<file path="src/rtl/pipeline_pkg.sv">
// Shared types and constants for the pipeline hazard-control slice.
package pipeline_pkg;

  typedef enum logic [1:0] {
    FWD_RF = 2'b00,
    FWD_W  = 2'b01,
    FWD_M  = 2'b10
  } fwd_sel_t;

  localparam logic [1:0] RES_ALU = 2'b00;
  localparam logic [1:0] RES_MEM = 2'b01;
  localparam logic [1:0] RES_PC4 = 2'b10;

  typedef enum logic [1:0] {
    RUN      = 2'b00,
    MEM_WAIT = 2'b01,
    FAULT    = 2'b10
  } hc_state_t;

  // Control fields carried into the execute stage.
  typedef struct packed {
    logic [4:0] rs1;
    logic [4:0] rs2;
    logic [4:0] rd;
    logic       reg_write;
    logic [1:0] result_src;
  } stage_e_t;

  // True when a writing stage targets a non-x0 register that matches rs.
  function automatic logic fwd_hit(input logic rw, input logic [4:0] rd, input logic [4:0] rs);
    return rw && (rd != 5'd0) && (rd == rs);
  endfunction

endpackage

</file>
<file path="src/rtl/hazard_shadow_pipe.sv">
// Shadow copies of the E/M/W destination and control fields.
module hazard_shadow_pipe
  import pipeline_pkg::*;
(
  input  logic       clk,
  input  logic       reset,
  input  logic [4:0] Rs1D,
  input  logic [4:0] Rs2D,
  input  logic [4:0] RdD,
  input  logic       RegWriteD,
  input  logic [1:0] ResultSrcD,
  input  logic       FlushE,
  input  logic       FreezeEMW,
  output logic [4:0] Rs1E,
  output logic [4:0] Rs2E,
  output logic [4:0] RdE,
  output logic       RegWriteE,
  output logic [1:0] ResultSrcE,
  output logic [4:0] RdM,
  output logic       RegWriteM,
  output logic [4:0] RdW,
  output logic       RegWriteW
);

  stage_e_t   e_q, e_d;
  logic [4:0] rd_m_q, rd_m_d, rd_w_q, rd_w_d;
  logic       rw_m_q, rw_m_d, rw_w_q, rw_w_d;

  // Advance E->M->W unless frozen; E takes a bubble on flush.
  always_comb begin
    e_d    = e_q;
    rd_m_d = rd_m_q;
    rw_m_d = rw_m_q;
    rd_w_d = rd_w_q;
    rw_w_d = rw_w_q;
    if (!FreezeEMW) begin
      rd_w_d = rd_m_q;
      rw_w_d = rw_m_q;
      rd_m_d = e_q.rd;
      rw_m_d = e_q.reg_write;
      if (FlushE) begin
        e_d = '0;
      end else begin
        e_d = '{rs1: Rs1D, rs2: Rs2D, rd: RdD, reg_write: RegWriteD, result_src: ResultSrcD};
      end
    end
  end

  // Shadow registers with synchronous clear.
  always_ff @(posedge clk) begin
    if (reset) begin
      e_q    <= '0;
      rd_m_q <= '0;
      rw_m_q <= 1'b0;
      rd_w_q <= '0;
      rw_w_q <= 1'b0;
    end else begin
      e_q    <= e_d;
      rd_m_q <= rd_m_d;
      rw_m_q <= rw_m_d;
      rd_w_q <= rd_w_d;
      rw_w_q <= rw_w_d;
    end
  end

  assign Rs1E       = e_q.rs1;
  assign Rs2E       = e_q.rs2;
  assign RdE        = e_q.rd;
  assign RegWriteE  = e_q.reg_write;
  assign ResultSrcE = e_q.result_src;
  assign RdM        = rd_m_q;
  assign RegWriteM  = rw_m_q;
  assign RdW        = rd_w_q;
  assign RegWriteW  = rw_w_q;

endmodule

</file>
<file path="src/rtl/hazard_controller.sv">
// Forwarding, load-use stall, flush, memory freeze/timeout and perf counters.
module hazard_controller
  import pipeline_pkg::*;
#(
  parameter int unsigned MEM_TIMEOUT = 64,
  parameter int unsigned CNT_W       = 32
) (
  input  logic             clk,
  input  logic             reset,
  input  logic [4:0]       Rs1D,
  input  logic [4:0]       Rs2D,
  input  logic [4:0]       RdD,
  input  logic             RegWriteD,
  input  logic [1:0]       ResultSrcD,
  input  logic             PCSrcE,
  input  logic             MemReqM,
  input  logic             MemReadyM,
  output logic             StallF,
  output logic             StallD,
  output logic             FlushD,
  output logic             FlushE,
  output logic             FreezeEMW,
  output logic [1:0]       ForwardAE,
  output logic [1:0]       ForwardBE,
  output logic             MemTimeout,
  output logic [CNT_W-1:0] StallCycles,
  output logic [CNT_W-1:0] FlushCount
);

  localparam int unsigned    WCW         = $clog2(MEM_TIMEOUT + 1);
  localparam logic [WCW-1:0] TIMEOUT_CNT = WCW'(MEM_TIMEOUT);

  logic [4:0] rs1_e, rs2_e, rd_e, rd_m, rd_w;
  logic       rw_e, rw_m, rw_w;
  logic [1:0] rsrc_e;

  hazard_shadow_pipe u_shadow (
    .clk        (clk),
    .reset      (reset),
    .Rs1D       (Rs1D),
    .Rs2D       (Rs2D),
    .RdD        (RdD),
    .RegWriteD  (RegWriteD),
    .ResultSrcD (ResultSrcD),
    .FlushE     (FlushE),
    .FreezeEMW  (FreezeEMW),
    .Rs1E       (rs1_e),
    .Rs2E       (rs2_e),
    .RdE        (rd_e),
    .RegWriteE  (rw_e),
    .ResultSrcE (rsrc_e),
    .RdM        (rd_m),
    .RegWriteM  (rw_m),
    .RdW        (rd_w),
    .RegWriteW  (rw_w)
  );

  hc_state_t        state_q, state_d;
  logic [WCW-1:0]   wait_cnt_q, wait_cnt_d, wait_inc;
  logic             timeout_q, timeout_d;
  logic [CNT_W-1:0] stall_cnt_q, stall_cnt_d, flush_cnt_q, flush_cnt_d;
  logic             mem_wait, load_stall;
  fwd_sel_t         fwd_a, fwd_b;

  assign mem_wait = MemReqM && !MemReadyM;

  // FSM state, wait counter, fault flag and perf counters.
  always_ff @(posedge clk) begin
    if (reset) begin
      state_q     <= RUN;
      wait_cnt_q  <= '0;
      timeout_q   <= 1'b0;
      stall_cnt_q <= '0;
      flush_cnt_q <= '0;
    end else begin
      state_q     <= state_d;
      wait_cnt_q  <= wait_cnt_d;
      timeout_q   <= timeout_d;
      stall_cnt_q <= stall_cnt_d;
      flush_cnt_q <= flush_cnt_d;
    end
  end

  // Next state: count consecutive freeze cycles, fault when the limit is hit.
  always_comb begin
    state_d    = state_q;
    wait_cnt_d = wait_cnt_q;
    timeout_d  = timeout_q;
    wait_inc   = (state_q == RUN) ? WCW'(1) : wait_cnt_q + WCW'(1);
    unique case (state_q)
      RUN, MEM_WAIT: begin
        if (mem_wait) begin
          wait_cnt_d = wait_inc;
          if (wait_inc >= TIMEOUT_CNT) begin
            state_d   = FAULT;
            timeout_d = 1'b1;
          end else begin
            state_d = MEM_WAIT;
          end
        end else begin
          state_d    = RUN;
          wait_cnt_d = '0;
        end
      end
      FAULT:   state_d = FAULT;
      default: state_d = RUN;
    endcase
  end

  // Outputs: freeze, forwarding selects, load-use stall and flushes.
  always_comb begin
    FreezeEMW  = mem_wait || (state_q == FAULT);
    fwd_a      = fwd_hit(rw_m, rd_m, rs1_e) ? FWD_M :
                 fwd_hit(rw_w, rd_w, rs1_e) ? FWD_W : FWD_RF;
    fwd_b      = fwd_hit(rw_m, rd_m, rs2_e) ? FWD_M :
                 fwd_hit(rw_w, rd_w, rs2_e) ? FWD_W : FWD_RF;
    load_stall = (rsrc_e == RES_MEM) && rw_e && (rd_e != 5'd0) &&
                 ((rd_e == Rs1D) || (rd_e == Rs2D)) && !PCSrcE;
    StallF     = load_stall || FreezeEMW;
    StallD     = StallF;
    FlushD     = PCSrcE && !FreezeEMW;
    FlushE     = (load_stall || PCSrcE) && !FreezeEMW;
    ForwardAE  = fwd_a;
    ForwardBE  = fwd_b;
  end

  // Saturating performance counters.
  always_comb begin
    stall_cnt_d = stall_cnt_q;
    flush_cnt_d = flush_cnt_q;
    if (StallF && (stall_cnt_q != '1)) stall_cnt_d = stall_cnt_q + CNT_W'(1);
    if (FlushD && (flush_cnt_q != '1)) flush_cnt_d = flush_cnt_q + CNT_W'(1);
  end

  assign MemTimeout  = timeout_q;
  assign StallCycles = stall_cnt_q;
  assign FlushCount  = flush_cnt_q;

endmodule

</file>
<file path="config.mk">
export PLATFORM = sky130hd
export DESIGN_NAME = hazard_controller
export DESIGN_NICKNAME = d
export VERILOG_FILES = /design/src/rtl/pipeline_pkg.sv /design/src/rtl/hazard_shadow_pipe.sv /design/src/rtl/hazard_controller.sv
export SDC_FILE = /design/constraint.sdc
export NUM_CORES = 1
export LEC_CHECK = 0
export ABC_AREA = 1
export ABC_CLOCK_PERIOD_IN_PS = 2400
export CORE_MARGIN = 4
export CORE_UTILIZATION = 37
export CTS_BUF_LIST = sky130_fd_sc_hd__clkbuf_4
export DETAILED_ROUTE_END_ITERATION = 16
export GPL_TIMING_DRIVEN = 0
export SLEW_MARGIN = 40
export SYNTH_ARGS = -nofsm -noshare
export SYNTH_HDL_FRONTEND = slang
export SYNTH_HIERARCHICAL = 1
export SYNTH_SLANG_ARGS = --single-unit
</file>
<file path="constraint.sdc">
create_clock -name clk -period 2.4 [get_ports clk]
set_input_delay 0.48 -clock clk [delete_from_list [all_inputs] [get_ports clk]]
set_output_delay 0.48 -clock clk [all_outputs]
set_load 0.05 [all_outputs]
</file>
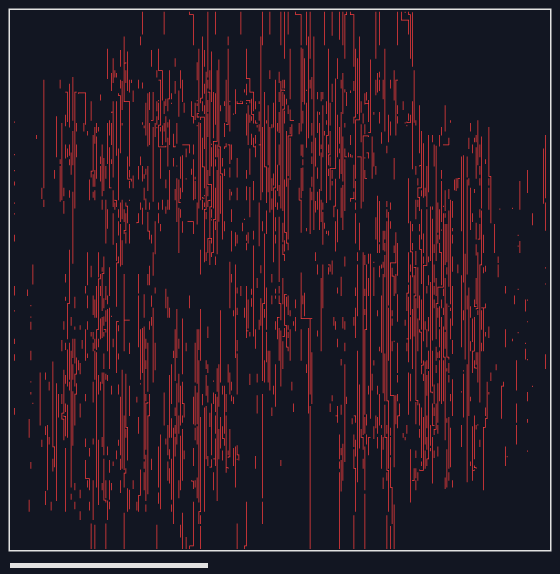
run_1/layer_met2.png
Bar = 50 µm.
nets with wire on the layer	800
share of all routed wire	46%
main direction	vertical
longest straight run	48.6 µm

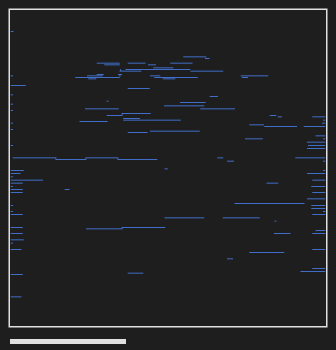
run_1/layer_met3.png
Bar = 50 µm.
longest straight run	29.9 µm
nets with wire on the layer	92

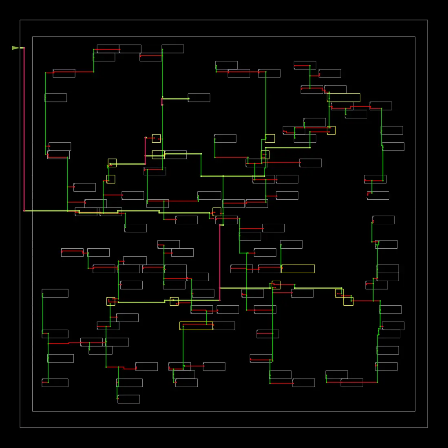
run_1/clocks.png
insertion delay to the later sink of the worst-skew pair: 0.48 ns
P_clk: 1.17 mW
Final Skew: 0.01642 ns
clock buf count: 9

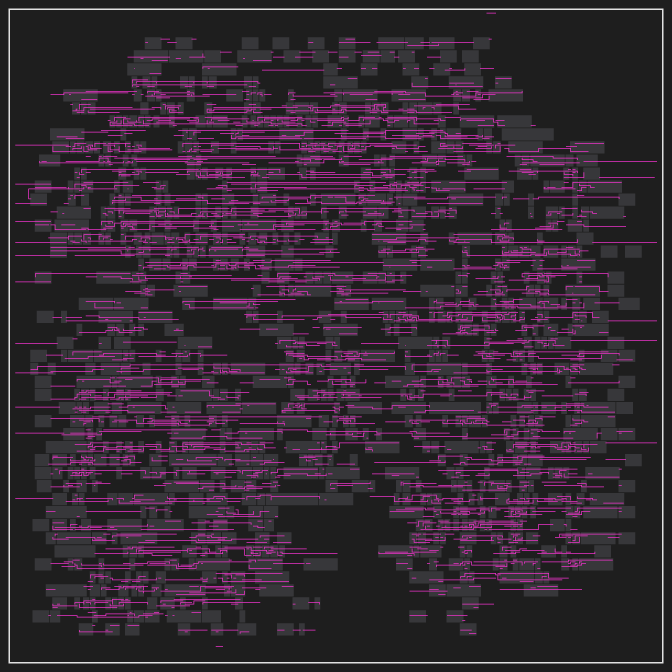
run_1/layer_met1.png
nets with wire on the layer	993
wire length on this layer	8590 µm
longest straight run	46.0 µm
main direction	horizontal
share of all routed wire	49%

==> impl_metrics.py, run 1 <==
# Auto-generated metrics
metrics = {
    "status": {
        "outcome": "complete, no violations",
    },
    "timing": {
        "rsz0062_at_grt": "yes",
        "setup_viol": 0,
        "final_hold_viol_count": 0,
        "setup_slack_ns": 0.05431,
        "slew_viol_final": 0,
        "max_freq_mhz": 426.3,
        "worst_pin_slew_ns": 0.6947,
        "max_slew_margin": 0.5333,
        "holdWs_ns": 0.2893,
        "final.min_clock_period_ns": 2.346,
        "post-route-period-util": 0.9774,
    },
    "grt": {
        "grt.total_usage": 0.1918,
        "antenna_found_initial": 1,
        "grt-ovfl-total": 0,
        "grt_max_degree": 19,
        "grt_pass1_vias": 5586,
        "grt_pass1_wl_mm": 28.59,
    },
    "cells_and_area": {
        "drive_gt1_frac": 0.1069,
        "syn2layout_area_growth_pct": 25.68,
        "final_util": 0.4772,
        "design_area_um2": 7636,
        "n_fill_cell": 1742,
        "nNetsFinal": 1069,
    },
    "cts": {
        "root_buffer": "clkbuf_4",
        "cts.sinks": 104,
        "h-tree-depth": 3,
        "clk_pin_slew_worst_paths_ns": 0.17,
        "cts_tree": "built",
        "clockBufferDepth": 2,
        "numCtsBuffers": 9,
        "cts_hold_buf": 0,
    },
    "synthesis": {
        "synthArstFlopShare": 0,
        "yosys.area_share.aoi": 0.1015,
        "synth-main-ff-cell": "dfxtp_1",
        "synth-edff-count": 0,
        "ys_sh_simple": 0.3915,
        "synth_flops": 104,
        "fp_nets": 960,
        "top_cell_area_share": 0.3427,
        "synthMostInstantiatedCell": "nand2_1",
        "syn_area_per_cell_um2": 6.505,
        "top_cells_by_area": "dfxtp_1, nand2_1, a21oi_1",
        "ys_top_cells_by_count": "nand2_1, dfxtp_1, nor2_1, a21oi_1, inv_1",
        "synth_warnings": 6,
        "yosys_cells": 934,
        "adder_share": 0.006178,
        "syn_area_um2": 6076,
        "syn_inst": 934,
        "ys_sh_mux": 0,
        "yosysTopAreaCell": "dfxtp_1",
        "synth-seq-area-share": 0.3427,
        "yosys-stat-area_um2": 6076,
        "xor_share": 0.08217,
        "yosysUniqueCellTypes": 36,
        "logic_family": "simple AND/OR/NAND/NOR gates",
    },
    "hold_path": {
        "hold_end": "u_shadow/Rs1E[3]",
        "hold_class": "in2reg",
        "min-delay-start": "Rs1D[3]",
        "whs_path_depth": 3,
    },
    "setup_path": {
        "cp_slowest_cell": "dfxtp_4",
        "ff2ff_setup_slack_ns": 0.18,
        "crit_start": "u_shadow/RdM[0]",
        "reg2reg_from": "StallCycles[1]",
        "cp-endpoint": "ForwardBE[0]",
        "startpoint_type": "register",
        "path_class": "reg2out",
        "critPathTopFamily": "simple AND/OR/NAND/NOR gates",
        "rr_endpoint": "StallCycles[24]",
        "crit_chain": "or2_4 -> o41ai_4 -> nor4_2 -> nor2_1 -> buf_6",
        "end_kind": "output pin",
        "cp.depth": 5,
        "critical_path_required_ns": 1.92,
        "crit_buf_inv": 1,
        "path_max_fanout": 5,
        "cp_slowest_stage_delay_ns": 0.40,
        "reg2reg_depth": 10,
        "arrival_ns": 1.87,
    },
    "pwr": {
        "leakage_nw": 2.757,
        "vdd_drop_max_uv": 187.9,
        "powerDensity_nw_per_um2": 436.6,
    },
    "die": {
        "die-area_um2": 18540,
        "ios": 97,
        "fp-row-count": 46,
        "die_w_um": 136.1,
        "die_y_um": 136.1,
        "fp_util": 0.3797,
        "core_um2": 16000,
    },
    "placed_design": {
        "dpl.hpwl_mm": 13.74,
        "gp_congestion": 0.9494,
        "port_buffers": 95,
        "placed_area_um2": 7316,
        "pre_cts_slack_ns": -1.088,
    },
    "detailed_routing": {
        "drt-initial-drc-count": 294,
        "dr.pass1.iters": 4,
        "routedWlPerCell_um": 13.97,
        "avgViaCountPerCell": 4.862,
        "wl_mm": 17.69,
        "drc": 0,
        "ant_nets": 0,
        "vias": 6155,
    },
    "run": {
        "cap_violations": 0,
        "warnings": 29,
    },
}
[run 1: kinds of logic after synthesis]
group	Yosys count
AOI/OAI and AO/OA	110
DFF	104
xor gates and xnor gates	57
adders and majority gates	3
and+or+nand+nor	555
buffers and inverters	105
[run 1: worst register-to-register path: stages, from the launching register on]
cell	delay (ns)
dfxtp_1	0.48
ha_1	0.31
nand2_1	0.17
nor2_2	0.29
nand2_1	0.15
nor3_1	0.22
nand4_1	0.12
nor2_1	0.19
nand3_1	0.10
nand2_1	0.06
nor2_1	0.05
[run 1: metrics by stage]
stage / TNS (ns) / power (mW) / std cells
after floorplan: -0.3676 / 2.059 / 934
after global placement: -8.632 / 2.188 / 1245
after detailed placement: -8.567 / 2.190 / 1245
after CTS: -0.01958 / 3.386 / 1264
after global routing: -0.1717 / 3.486 / 1266
final: 0 / 3.334 / 1266
[run 1: routing by layer]
layer / global-route usage / vias up / wire length (µm)
met1: 0.2625 / 2768 / 8590
met3: 0.03553 / 16 / 799
met5: 0 / - / 0
li1: - / 3216 / -
met4: 0.03919 / 0 / 183
met2: 0.3167 / 155 / 8117
[run 1: report_power, final]
| part | internal, mW | switching [mW] |
|---|---|---|
| combinational | 0.141 | 0.230 |
| sequential | 1.76 | 0.0384 |
| clock | 0.540 | 0.629 |
[run 1: placed cells by master (no fill, tap or decap), types with 4 or more instances in the layout]
master / netlist / routed
xor2_1: 37 / 37
clkbuf_4: 0 / 9
nor3_1: 31 / 31
clkbuf_1: 13 / 11
o21ai_0: 8 / 8
a21oi_1: 82 / 81
dfxtp_2: 0 / 4
inv_2: 3 / 6
nor2_1: 101 / 96
nand2_1: 310 / 307
dfxtp_4: 0 / 5
nor2_2: 0 / 5
dfxtp_1: 104 / 95
inv_1: 68 / 65
nand4_1: 14 / 14
buf_2: 11 / 11
buf_6: 3 / 6
xnor2_1: 20 / 20
nand2_2: 14 / 16
dlygate4sd2_1: 0 / 9
nand3b_1: 7 / 7
buf_4: 4 / 9
a21oi_2: 10 / 10
dlymetal6s2s_1: 0 / 4
nand3_1: 64 / 63
nor3_2: 6 / 6
clkdlybuf4s50_1: 0 / 73
[run 1: repair_timing]
item,4_1_cts,5_1_grt
gates cloned,0,0
setup endpoints to repair,11,38
gates resized,86,26
setup buffers,3,1
pin swaps,6,10
[run 1: flip-flops by register name, summed over array words and instances (netlist names), 5 cells and up]
name / cells
u_shadow/RdM: 5
u_shadow/RdE: 5
StallCycles: 32
u_shadow/Rs2E: 5
FlushCount: 32
u_shadow/RdW: 5
wait_cnt_q: 7
u_shadow/Rs1E: 5
[run 1: area by class of cell]
| class | instances | area, µm² | area share |
|---|---|---|---|
| multi-input combinational | 725 | 3616 | 0.4735 |
| timing repair buffer | 99 | 982.2 | 0.1286 |
| clock inverter | 7 | 126.4 | 0.01655 |
| clock buffer | 9 | 67.56 | 0.008848 |
| antenna | 2 | 5.005 | 0.0006554 |
| sequential | 104 | 2106 | 0.2758 |
| inverter | 71 | 266.5 | 0.03490 |
| tap | 216 | 270.3 | 0.03539 |
| buffer | 33 | 196.4 | 0.02573 |
==> run 2, diff against run 1 <==
- CORE_UTILIZATION: 37 -> 35
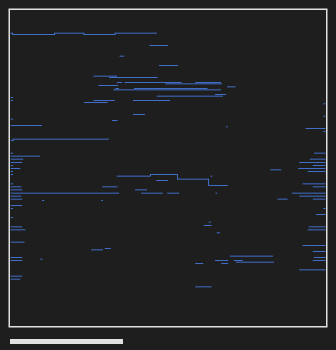
run_2/layer_met3.png
Bar = 50 µm.
nets with wire on the layer	86
longest straight run	47.6 µm
main direction	horizontal

==> run 2 against run 1 <==
Combinational power barely moved. Sequential power barely moved. Cell area fell by 0.90%. Sequential share of layout area rose by 0.23 points. Register-to-register slack improved by 0.05 ns. Critical path depth fell by 4. Routed wire length fell by 0.58%. Critical endpoint is now StallCycles[24].
==> impl_metrics.py, run 2 <==
# Auto-generated metrics
metrics = {
    "status": {
        "outcome": "complete, no violations",
    },
    "synthesis": {
        "top_cells_by_area": "dfxtp_1, nand2_1, a21oi_1",
        "syn_inst": 934,
        "fp_nets": 960,
        "yosys_cells": 934,
        "synth-main-ff-cell": "dfxtp_1",
        "syn_area_um2": 6076,
        "syn_area_per_cell_um2": 6.505,
        "yosysTopAreaCell": "dfxtp_1",
        "synth_flops": 104,
        "ys_top_cells_by_count": "nand2_1, dfxtp_1, nor2_1, a21oi_1, inv_1",
        "synth_warnings": 6,
        "synthArstFlopShare": 0,
        "top_cell_area_share": 0.3427,
        "synth-edff-count": 0,
    },
    "cts": {
        "cts_hold_buf": 0,
        "clk_latency_ns": 0.48,
        "cts.sinks": 104,
        "h-tree-depth": 3,
        "root_buffer": "clkbuf_4",
        "cts_tree": "built",
        "clk_pin_slew_worst_paths_ns": 0.16,
        "clockBufferDepth": 2,
    },
    "grt": {
        "antenna_found_initial": 1,
        "grt_pass1_wl_mm": 29.26,
        "grt-ovfl-total": 0,
        "grt_pass1_vias": 5726,
        "grt_max_degree": 17,
    },
    "hold_path": {
        "hold_end": "u_shadow/Rs1E[3]",
        "min-delay-start": "Rs1D[3]",
        "hold_class": "in2reg",
    },
    "die": {
        "die_y_um": 139.8,
        "fp_util": 0.3613,
        "ios": 97,
        "die_w_um": 139.8,
        "core_um2": 16820,
    },
    "cells_and_area": {
        "syn2layout_area_growth_pct": 24.55,
        "ff_latch_area_um2": 2105,
        "logic_area_um2": 3626,
        "final_util": 0.4499,
        "layout_top_cell": "nand2_1",
        "n_fill_cell": 1856,
        "nNetsFinal": 1071,
        "drive_gt1_frac": 0.1076,
        "lay_top_cells": "nand2_1, nor2_1, dfxtp_1, a21oi_1, clkdlybuf4s50_1",
    },
    "setup_path": {
        "critPathTopFamily": "buffers and inverters",
        "reg2reg_from": "StallCycles[0]",
        "cp_slowest_stage_delay_ns": 0.87,
        "path_class": "reg2out",
        "arrival_ns": 1.85,
        "crit_buf_inv": 1,
        "reg2reg_depth": 10,
        "rr_endpoint": "StallCycles[24]",
        "startpoint_type": "register",
        "path_max_fanout": 6,
        "critical_path_required_ns": 1.92,
        "crit_chain": "clkdlybuf4s50_1",
        "ff2ff_setup_slack_ns": 0.23,
        "cp_slowest_cell": "clkdlybuf4s50_1",
        "end_kind": "output pin",
    },
    "detailed_routing": {
        "dr.pass1.iters": 6,
        "routedWlPerCell_um": 13.84,
        "vias": 6187,
        "drc": 0,
        "ant_nets": 0,
        "avgViaCountPerCell": 4.868,
        "drt-initial-drc-count": 480,
    },
    "timing": {
        "slew_viol_final": 0,
        "setup_slack_ns": 0.06847,
        "setup_viol": 0,
        "rsz0062_at_grt": "yes",
        "max_freq_mhz": 428.9,
        "fin_worst_skew_ns": 0.01589,
        "worst_pin_slew_ns": 0.6634,
        "holdWs_ns": 0.3136,
        "post-route-period-util": 0.9715,
        "max_slew_margin": 0.5543,
    },
    "placed_design": {
        "gp_congestion": 0.9782,
        "pre_cts_slack_ns": -1.141,
        "port_buffers": 95,
        "dpl.hpwl_mm": 13.63,
    },
    "run": {
        "cap_violations": 0,
        "warnings": 29,
    },
    "pwr": {
        "leakage_nw": 2.664,
    },
}
run 2: cell counts after synthesis:
Identical to the previous run, type by type.
run 2: worst max path at each step:
stage	start	endpoint	slack (ns)	depth (start not counted)
final	StallCycles[24]	StallCycles[24]	0.07	1
after global routing	u_shadow/RdM[0]	ForwardAE[0]	-0.02	5
after CTS	u_shadow/RdE[0]	StallF	-0.04	11
after detailed placement	Rs2D[0]	StallF	-1.14	12
after global placement	Rs2D[0]	StallF	-1.12	12
after floorplan	u_shadow/RdM[4]	ForwardAE[0]	-0.17	4
run 2: cell type report:
class	count	share of cell area
Buffer	33	0.02579
Timing Repair Buffer	101	0.1296
Inverter	71	0.03522
Clock buffer	11	0.01091
Tap cell	220	0.03638
Clock inverter	5	0.004464
Sequential cell	104	0.2781
Multi-Input combinational cell	725	0.4792
Antenna cell	1	0.0003307
run 2: cells by family (layout without fill, tap and decap cells):
logic type	after synthesis	in the layout	share of synthesized area
compound gates	110	110	0.1015
buf+inv	105	221	0.07599
other cells	0	1	0
xor+xnor	57	57	0.08217
fa+ha+maj	3	3	0.006179
simple gates	555	555	0.3915
flops	104	104	0.3427
run 2: power by group:
part / leakage [nW] / internal (mW) / switching (mW)
logic: 1.75 / 0.142 / 0.231
registers: 0.847 / 1.76 / 0.0399
clock network: 0.0645 / 0.236 / 0.595
run 2: stage by stage:
stage | cells | power (mW) | setup TNS (ns) | cell area [µm²]
2_1_floorplan | 934 | 2.059 | -0.3676 | 6095
3_3_place_gp | 1249 | 2.189 | -9.211 | 7321
3_5_place_dp | 1249 | 2.191 | -10.01 | 7321
4_1_cts | 1268 | 3.036 | -0.03513 | 7506
5_1_grt | 1271 | 3.136 | -0.02809 | 7567
6_report | 1271 | 2.999 | 0 | 7567
run 2: what timing repair did:
item	4_1_cts	5_1_grt
cloned	0	0
resized	75	27
buffers inserted	3	3
pin swaps	4	7
setup endpoints to repair	9	35
run 2: routing by layer:
metal	GRT usage	share of wire
met5	0	0
met2	0.2894	0.45
met4	0.04997	0.014
met3	0.03087	0.049
met1	0.2525	0.49
Power figures rest on the tool's default switching activity, not on a simulated workload.
